**Run 1: where the registers sit**

Other sequential cells in the stronger grey, the rest of the logic in the fainter grey.
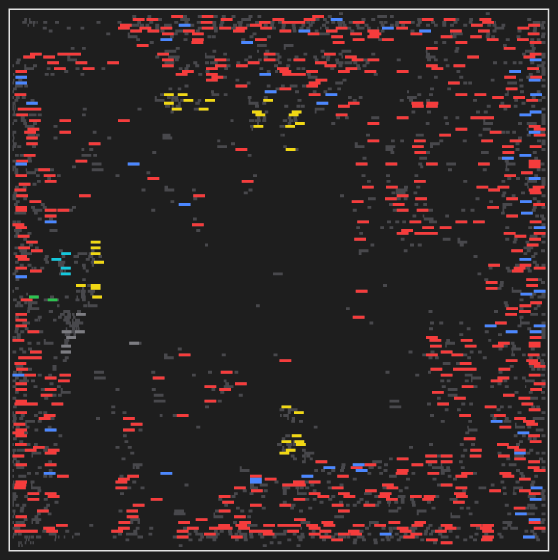
**Run 1: the metal 4 layer**

Supply wires on this layer in grey.
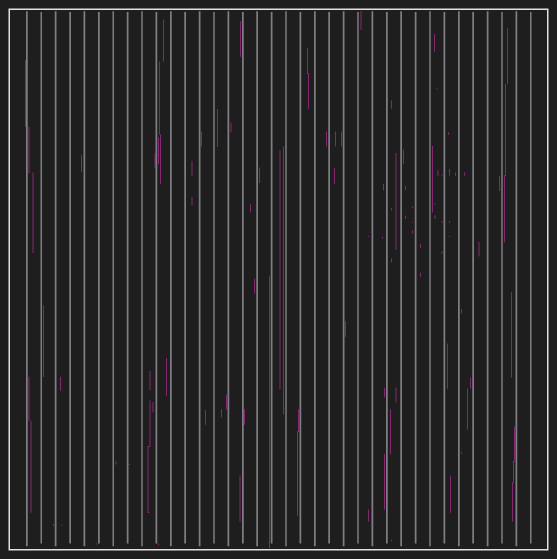
**Run 1: the clock network**

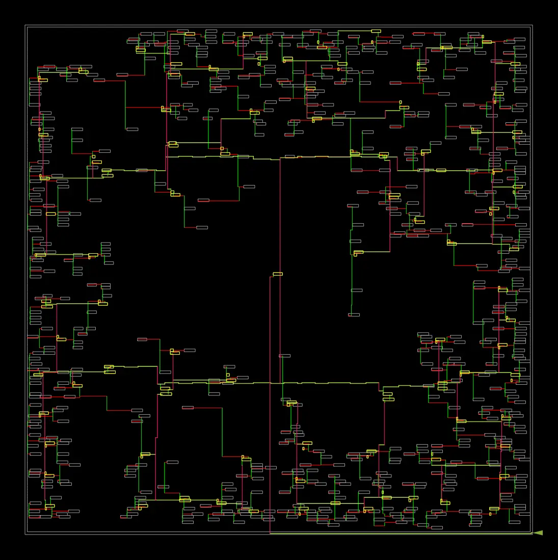
**config.mk**
```make
export PLATFORM = sky130hd
export DESIGN_NAME = host_mem_line_writer
export DESIGN_NICKNAME = d
export VERILOG_FILES = /design/src/rtl/host_mem_line_writer_pkg.sv /design/src/rtl/host_mem_wr_credit_ctr.sv /design/src/rtl/host_mem_line_writer.sv
export SDC_FILE = /design/constraint.sdc
export NUM_CORES = 1
export LEC_CHECK = 0
export CAP_MARGIN = 15
export CORE_AREA = 2 2 504 506
export DETAILED_ROUTE_END_ITERATION = 10
export DIE_AREA = 0 0 506 508
export PLACE_DENSITY_LB_ADDON = 0.1
export SLEW_MARGIN = 15
export SYNTH_ARGS = -nofsm -noshare
export SYNTH_HDL_FRONTEND = slang
export SYNTH_SLANG_ARGS = --single-unit
```
**constraint.sdc**
```tcl
create_clock -name clk -period 19.36 [get_ports clk]
set_clock_uncertainty 0.15 [all_clocks]
set_input_delay 3.872 -clock clk [delete_from_list [all_inputs] [get_ports clk]]
set_output_delay 3.872 -clock clk [all_outputs]
set_load 0.03 [all_outputs]
```
**src/rtl/host_mem_line_writer_pkg.sv**
```systemverilog
// Shared types and constants for the host_mem line-write path.
// Typedef widths match the default parameterisation of host_mem_line_writer.
package host_mem_line_writer_pkg;

    localparam int PKG_ADDR_WIDTH = 64;
    localparam int PKG_DATA_WIDTH = 512;
    localparam int PKG_ID_WIDTH   = 4;
    localparam int LINE_OFFSET    = 6;

    typedef logic [PKG_ADDR_WIDTH-1:0]             t_byte_addr;
    typedef logic [PKG_ADDR_WIDTH-LINE_OFFSET-1:0] t_line_addr;
    typedef logic [PKG_ID_WIDTH-1:0]               t_axi_id;
    typedef logic [PKG_DATA_WIDTH-1:0]             t_line_data;

    localparam logic [2:0] AXI_SIZE_64B    = 3'b110;
    localparam logic [1:0] AXI_RESP_OKAY   = 2'b00;
    localparam logic [1:0] AXI_RESP_EXOKAY = 2'b01;
    localparam logic [1:0] AXI_RESP_SLVERR = 2'b10;
    localparam logic [1:0] AXI_RESP_DECERR = 2'b11;

    localparam int ERR_WIDTH     = 4;
    localparam int ERR_RESP      = 0;
    localparam int ERR_UNDERFLOW = 1;
    localparam int ERR_ID_ORDER  = 2;
    localparam int ERR_RSVD      = 3;

    function automatic t_byte_addr line_to_byte(input t_line_addr line_addr);
        return {line_addr, {LINE_OFFSET{1'b0}}};
    endfunction

endpackage

```
**src/rtl/host_mem_wr_credit_ctr.sv**
```systemverilog
// Outstanding-write credit counter: +1 per AW, -1 per B, flags B with no credit in use.
module host_mem_wr_credit_ctr #(
    parameter  int MAX_OUTSTANDING = 8,
    localparam int CNT_W           = $clog2(MAX_OUTSTANDING + 1)
) (
    input  logic             clk,
    input  logic             reset,
    input  logic             i_inc,
    input  logic             i_dec,
    output logic [CNT_W-1:0] o_count,
    output logic [CNT_W-1:0] o_count_next,
    output logic             o_full,
    output logic             o_underflow
);

    logic [CNT_W-1:0] r_count;

    always_comb begin
        // NOTE: every output gets a default first so no path leaves it unassigned (no latch).
        o_count_next = r_count;
        o_underflow  = 1'b0;
        if (i_inc && !i_dec) begin
            o_count_next = r_count + CNT_W'(1);
        end else if (i_dec && !i_inc) begin
            if (r_count == '0) begin
                o_underflow = 1'b1;
            end else begin
                o_count_next = r_count - CNT_W'(1);
            end
        end
    end

    always_ff @(posedge clk or posedge reset) begin
        // NOTE: non-blocking assignment so every flop samples pre-edge values.
        if (reset) begin
            r_count <= '0;
        end else begin
            r_count <= o_count_next;
        end
    end

    assign o_count = r_count;
    assign o_full  = (r_count == CNT_W'(MAX_OUTSTANDING));

endmodule

```
**src/rtl/host_mem_line_writer.sv**
```systemverilog
// One-line AXI-MM write stage: command register -> independent AW/W, B credit tracking, CSR status.
// Optional B-ID order checking is enabled by defining HOST_MEM_LINE_WRITER_ORDER_CHECK_EN.
module host_mem_line_writer
    import host_mem_line_writer_pkg::*;
#(
    parameter  int ADDR_WIDTH      = 64,
    parameter  int DATA_WIDTH      = 512,
    parameter  int ID_WIDTH        = 4,
    parameter  int MAX_OUTSTANDING = 8,
    localparam int CNT_W           = $clog2(MAX_OUTSTANDING + 1)
) (
    input  logic                    clk,
    input  logic                    reset,
    input  logic                    cmd_valid,
    output logic                    cmd_ready,
    input  logic [ADDR_WIDTH-7:0]   cmd_line_addr,
    input  logic [DATA_WIDTH-1:0]   cmd_data,
    output logic                    awvalid,
    input  logic                    awready,
    output logic [ADDR_WIDTH-1:0]   aw_addr,
    output logic [ID_WIDTH-1:0]     aw_id,
    output logic [2:0]              aw_size,
    output logic                    wvalid,
    input  logic                    wready,
    output logic [DATA_WIDTH-1:0]   w_data,
    output logic [DATA_WIDTH/8-1:0] w_strb,
    output logic                    w_last,
    input  logic                    bvalid,
    output logic                    bready,
    input  logic [ID_WIDTH-1:0]     b_id,
    input  logic [1:0]              b_resp,
    input  logic                    err_clear,
    output logic [31:0]             done_count,
    output logic [CNT_W-1:0]        outstanding,
    output logic [3:0]              err_status,
    output logic                    idle
);

    logic                  r_aw_pend;
    logic                  r_w_pend;
    logic [ADDR_WIDTH-7:0] r_cmd_addr;
    logic [DATA_WIDTH-1:0] r_cmd_data;
    logic [ID_WIDTH-1:0]   r_aw_id;
    logic [31:0]           r_done_count;
    logic [ERR_WIDTH-1:0]  r_err;
    logic                  r_idle;

    logic                  w_cmd_hs;
    logic                  w_aw_hs;
    logic                  w_w_hs;
    logic                  w_b_hs;
    logic                  w_b_ok;
    logic                  w_full;
    logic                  w_underflow;
    logic                  w_id_err;
    logic                  w_aw_pend_next;
    logic                  w_w_pend_next;
    logic [CNT_W-1:0]      w_count;
    logic [CNT_W-1:0]      w_count_next;
    logic [ERR_WIDTH-1:0]  w_err_next;

    assign cmd_ready = !r_aw_pend && !r_w_pend && !w_full;
    assign w_cmd_hs  = cmd_valid && cmd_ready;
    assign w_aw_hs   = r_aw_pend && awready;
    assign w_w_hs    = r_w_pend && wready;
    assign w_b_hs    = bvalid;
    assign w_b_ok    = w_b_hs && !w_underflow;

    host_mem_wr_credit_ctr #(
        .MAX_OUTSTANDING(MAX_OUTSTANDING)
    ) u_credit (
        .clk         (clk),
        .reset       (reset),
        .i_inc       (w_aw_hs),
        .i_dec       (w_b_hs),
        .o_count     (w_count),
        .o_count_next(w_count_next),
        .o_full      (w_full),
        .o_underflow (w_underflow)
    );

    // Accept only fires when both flags are already clear, so it never races a handshake.
    always_comb begin
        w_aw_pend_next = r_aw_pend && !w_aw_hs;
        w_w_pend_next  = r_w_pend && !w_w_hs;
        if (w_cmd_hs) begin
            w_aw_pend_next = 1'b1;
            w_w_pend_next  = 1'b1;
        end
    end

    always_ff @(posedge clk or posedge reset) begin
        if (reset) begin
            r_aw_pend    <= 1'b0;
            r_w_pend     <= 1'b0;
            r_aw_id      <= '0;
            r_done_count <= '0;
            r_err        <= '0;
            r_idle       <= 1'b1;
        end else begin
            r_aw_pend <= w_aw_pend_next;
            r_w_pend  <= w_w_pend_next;
            r_err     <= w_err_next;
            r_idle    <= !w_aw_pend_next && !w_w_pend_next && (w_count_next == '0);
            if (w_aw_hs) begin
                r_aw_id <= r_aw_id + ID_WIDTH'(1);
            end
            if (w_b_ok) begin
                r_done_count <= r_done_count + 32'd1;
            end
        end
    end

    // NOTE: the payload register is plain datapath; pend flags qualify it, so it has no reset.
    always_ff @(posedge clk) begin
        if (w_cmd_hs) begin
            r_cmd_addr <= cmd_line_addr;
            r_cmd_data <= cmd_data;
        end
    end

`ifdef HOST_MEM_LINE_WRITER_ORDER_CHECK_EN
    logic [ID_WIDTH-1:0] r_exp_id;
    logic                w_unused;

    assign w_id_err = w_b_ok && (b_id != r_exp_id);
    assign w_unused = b_resp[0];

    always_ff @(posedge clk or posedge reset) begin
        if (reset) begin
            r_exp_id <= '0;
        end else if (w_b_ok) begin
            r_exp_id <= b_id + ID_WIDTH'(1);
        end
    end
`else
    logic w_unused;

    assign w_id_err = 1'b0;
    assign w_unused = ^{b_resp[0], b_id};
`endif

    // A coincident new error survives err_clear.
    always_comb begin
        w_err_next = err_clear ? '0 : r_err;
        if (w_b_hs && b_resp[1]) begin
            w_err_next[ERR_RESP] = 1'b1;
        end
        if (w_underflow) begin
            w_err_next[ERR_UNDERFLOW] = 1'b1;
        end
        if (w_id_err) begin
            w_err_next[ERR_ID_ORDER] = 1'b1;
        end
        w_err_next[ERR_RSVD] = 1'b0;
    end

    assign awvalid     = r_aw_pend;
    assign aw_addr     = {r_cmd_addr, {LINE_OFFSET{1'b0}}};
    assign aw_id       = r_aw_id;
    assign aw_size     = AXI_SIZE_64B;
    assign wvalid      = r_w_pend;
    assign w_data      = r_cmd_data;
    assign w_strb      = '1;
    assign w_last      = 1'b1;
    assign bready      = 1'b1;
    assign done_count  = r_done_count;
    assign outstanding = w_count;
    assign err_status  = r_err;
    assign idle        = r_idle;

endmodule

```
==> impl_metrics.json, run 1 <==
{
  "antenna_found_initial": 78,
  "drive_gt1_frac": 0.0720,
  "cts_root_buf": "clkbuf_16",
  "ys_seq_share": 0.921,
  "endpoint_kind": "flip-flop",
  "clock.fmax_mhz": 138,
  "worst_setup_path_start_kind": "input port",
  "rows": 185,
  "io_pins": 1276,
  "slowest_stage": "buf_4",
  "cts_made_buffers": 90,
  "status": "complete, no violations",
  "warnings": 32,
  "power.net_switching_mw": 1.84,
  "ys.flop_type": "edfxtp_1",
  "cp.buffers_inverters": 5,
  "period_used_share": 0.374,
  "vias_per_cell": 2.42,
  "tightest_slew_ns": 1.01,
  "required_ns": 19.55
}
Notes on 'where the registers sit' above:
done_count -> yellow  # placed flops 32
aw_id -> cyan  # placed flops 4, where middle left
w_data -> red  # placed flops 512, where widely spread
r_cmd_addr -> blue  # placed flops 58, where widely spread
err_status -> green  # placed flops 2

Notes on 'the metal 4 layer' above:
longest straight run = 256 um
nets with wire on the layer = 61
main direction = vertical
share of all routed wire = 2.3%

Notes on 'the clock network' above:
clock sinks: 615
clk_lat worst skew: 0.72 ns

## run 1: final timing paths
check	start	depth (start not counted)	slack [ns]	end
min in group asynchronous	reset	3	3.56	done_count[1]$_DFFE_PP0P_
hold reg to reg	aw_id[3]$_DFFE_PP0P_	1	0.33	aw_id[3]$_DFFE_PP0P_
hold / removal	aw_id[3]$_DFFE_PP0P_	1	0.33	aw_id[3]$_DFFE_PP0P_
max in group asynchronous	reset	3	14.99	wvalid$_DFF_PP0_
setup / recovery	cmd_valid	6	12.12	w_data[94]$_DFFE_PP_
setup reg to reg	u_credit.o_count[0]$_DFF_PP0_	8	14.39	w_data[94]$_DFFE_PP_
## run 1: layout by cell type (no fill, tap or decap), types with 3 or more instances in the layout
cell and instances:
edfxtp_1 570, buf_4 13, clkinv_1 22, and4_1 6
clkdlybuf4s50_1 1193, nand3_1 12, diode_2 14, conb_1 77
ha_1 4, clkbuf_16 91, dfrtp_1 44, xor2_1 6
clkinv_16 4, bufinv_16 4, clkinv_2 19, nand2_1 20
and3_1 3, a21oi_1 4, xnor2_1 29, clkinvlp_4 10
inv_1 7, clkbuf_1 15, and2_1 3, nand4_1 13
## run 1: worst register-to-register path: stages (launching register included)
cell and delay (ns):
dfrtp_1 0.48, inv_1 0.08, ha_1 0.25, a311oi_1 0.45
nand2_1 0.25, inv_8 0.41, buf_4 0.76, buf_4 0.75
buf_4 0.95
## run 1: metal layers
| layer | part of all wire | track usage | vias up | routed length [um] |
|---|---|---|---|---|
| met5 | 0.0031 | 0 | - | 386 |
| li1 | - | - | 5729 | - |
| met4 | 0.023 | 0.0231 | 68 | 2910 |
| met1 | 0.33 | 0.0890 | 6548 | 41800 |
| met2 | 0.51 | 0.166 | 921 | 63600 |
| met3 | 0.13 | 0.0584 | 227 | 16100 |
## run 1: layout make-up
cell class / instances / share of cell area
inverter: 9 / 0.00107
timing repair buffer: 1206 / 0.311
tap: 3366 / 0.109
clock inverter: 63 / 0.0142
multi-input combinational: 208 / 0.0314
sequential: 615 / 0.472
clock buffer: 106 / 0.0603
antenna: 14 / 0.000906
## run 1: power by group through the flow
stage | Clock, mW | Combinational [mW] | Sequential, mW
3_5_place_dp | 0 | 1.61 | 1.98
4_1_cts | 1.74 | 1.62 | 1.96
5_1_grt | 1.77 | 1.64 | 1.99
3_3_place_gp | 0 | 1.62 | 1.99
6_report | 1.63 | 1.56 | 1.95
2_1_floorplan | 0 | 0.206 | 2.69
## run 1: registers in the layout, summed over array words and instances (netlist names)
| name | count |
|---|---|
| aw_id | 4 |
| done_count | 32 |
| u_credit.o_count | 4 |
| w_data | 512 |
| err_status | 2 |
| r_cmd_addr | 58 |
| wvalid | 1 |
| awvalid | 1 |
| idle | 1 |
## run 1: kinds of logic (layout without fill, tap and decap cells)
group / Yosys count / after routing
fa+ha+maj: 4 / 4
xor+xnor: 35 / 35
other cells: 2 / 91
compound gates: 19 / 19
flops: 615 / 615
simple gates: 72 / 72
buf+inv: 89 / 1384
mux: 1 / 1
==> run 2: changes to the inputs <==
--- a/config.mk
+++ b/config.mk
@@ -6,9 +6,9 @@
 export NUM_CORES = 1
 export LEC_CHECK = 0
 export CAP_MARGIN = 15
-export CORE_AREA = 2 2 504 506
+export CORE_AREA = 2 2 495 497
 export DETAILED_ROUTE_END_ITERATION = 10
-export DIE_AREA = 0 0 506 508
+export DIE_AREA = 0 0 497 499
 export PLACE_DENSITY_LB_ADDON = 0.1
 export SLEW_MARGIN = 15
 export SYNTH_ARGS = -nofsm -noshare
==> constraint.sdc (replaced) <==
create_clock -name clk -period 7.44 [get_ports clk]
set_clock_uncertainty 0.15 [all_clocks]
set_input_delay 1.488 -clock clk [delete_from_list [all_inputs] [get_ports clk]]
set_output_delay 1.488 -clock clk [all_outputs]
set_load 0.03 [all_outputs]
**Run 2: the metal 4 layer**

Supply wires on this layer in grey.
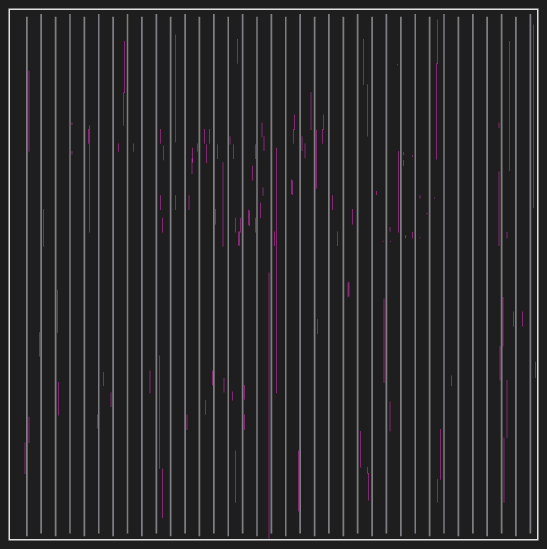
nets with wire on the layer = 83
share of all routed wire = 2.6%

==> run 2 against run 1 <==
Effect of this change: setup slack got worse by 9.7 ns; non-clock buffer count fell by 3; sequential cell count did not move; final area decreased by 0.48%; wire length rose by 7.6%; total power went up to 2.6 times the previous value; clock-buffer cell count grew 15; die area fell by 3.5%; critical endpoint is now cmd_ready; largest cell class unchanged; largest power group unchanged.
==> impl_metrics.json, run 2 <==
{
  "status": "complete, no violations",
  "reg2reg_to": "w_data[473]$_DFFE_PP_",
  "warnings": 41,
  "cp-startpoint": "u_credit.o_count[0]$_DFF_PP0_",
  "required_ns": 5.80,
  "reg2regPathDepth": 7,
  "io_pins": 1276,
  "power.net_switching_mw": 4.84,
  "antenna_found_initial": 103,
  "period_used_share": 0.669,
  "reg2reg_slack_ns": 3.71,
  "largest_reg_flops": 512,
  "slowest_stage": "clkdlybuf4s50_1",
  "most_common_cell": "edfxtp_1",
  "drive_gt1_frac": 0.0677,
  "ys.flop_type": "edfxtp_1",
  "edf_count": 570,
  "clock.fmax_mhz": 201,
  "crit_path_end": "cmd_ready",
  "rows": 181,
  "tightest_slew_ns": 1.17,
  "cts.sinks": 615,
  "endpoint_kind": "output pin",
  "yosysCellCount": 837,
  "layout_top_cells": "clkdlybuf4s50_1 (1,193), edfxtp_1 (570), clkbuf_16 (92), conb_1 (77), dfrtp_1 (44)",
  "layout_top_cell": "clkdlybuf4s50_1"
}
**Run 2: the clock network**

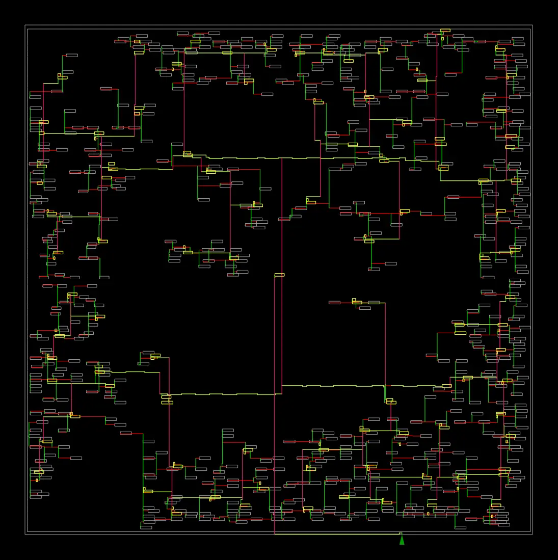
flop count: 615
clk_lat worst skew: 0.71 ns
layout clock buffer count: 121
Clock group: 4.25 mW
TritonCTS Buffers: 91

[run 2: cell types whose count changed in the layout (fill, tap and decap cells not counted), sizes merged]
| cell | previous run | this run |
|---|---|---|
| clkinvlp | 10 | 3 |
| clkbuf | 106 | 121 |
| buf | 13 | 10 |
| diode | 14 | 20 |
| clkinv | 46 | 34 |
| inv | 12 | 13 |
[run 2: how the worst min path moves through the flow]
stage                                     from                          to  cells after the start
CTS                 done_count[31]$_DFFE_PP0P_  done_count[31]$_DFFE_PP0P_                      1
detailed placement  done_count[31]$_DFFE_PP0P_  done_count[31]$_DFFE_PP0P_                      1
global route        done_count[31]$_DFFE_PP0P_  done_count[31]$_DFFE_PP0P_                      1
floorplan           done_count[31]$_DFFE_PP0P_  done_count[31]$_DFFE_PP0P_                      1
finish              done_count[31]$_DFFE_PP0P_  done_count[31]$_DFFE_PP0P_                      1
global placement    done_count[31]$_DFFE_PP0P_  done_count[31]$_DFFE_PP0P_                      1
[run 2: power by group through the flow]
| stage | logic, mW | registers, mW | clock network [mW] |
|---|---|---|---|
| 3_3_place_gp | 4.31 | 5.16 | 0 |
| 5_1_grt | 4.39 | 5.17 | 4.62 |
| 3_5_place_dp | 4.29 | 5.16 | 0 |
| 6_report | 4.16 | 5.09 | 4.25 |
| 4_1_cts | 4.30 | 5.11 | 4.52 |
| 2_1_floorplan | 0.541 | 6.81 | 0 |
[run 2: cell families after synthesis]
group,after synthesis,share of synthesized area
fa+ha+maj,4,0.00253
xor+xnor,35,0.0155
buf+inv,89,0.0318
other cells,2,0.000379
mux,1,0.000569
compound gates,19,0.00714
flops,615,0.921
simple gates,72,0.0210
[run 2: area by class of cell]
cell class,count,area (sq um),area share
tap,3202,4010,0.104
clock buffer,121,2450,0.0637
multi-input combinational,208,1220,0.0317
inverter,9,37.5,0.000975
clock inverter,45,407,0.0106
sequential,615,18200,0.474
timing repair buffer,1203,12100,0.314
antenna,20,50.0,0.00130
[run 2: worst max-delay path, delay by kind of cell, from the launching register on]
family          cells  cell delay [ns]
buf+inv             2             1.03
compound gates      1             0.86
flops               1             0.47
fa+ha+maj           1             0.25
[run 2: metrics by stage]
stage	hold WS (ns)	std cells
finish	0.327	5423
global route	0.348	5405
CTS	0.338	5403
detailed placement	0.330	5237
global placement	0.334	5237
floorplan	0.504	912
[run 2: per-layer routing]
metal | GRT usage | vias to the layer above | part of all wire
met5 | 0 | - | 0.0013
met4 | 0.0265 | 30 | 0.026
met3 | 0.0652 | 262 | 0.13
met2 | 0.177 | 948 | 0.48
met1 | 0.109 | 6705 | 0.36
li1 | - | 5742 | -
Power figures rest on the tool's default switching activity, not on a simulated workload.
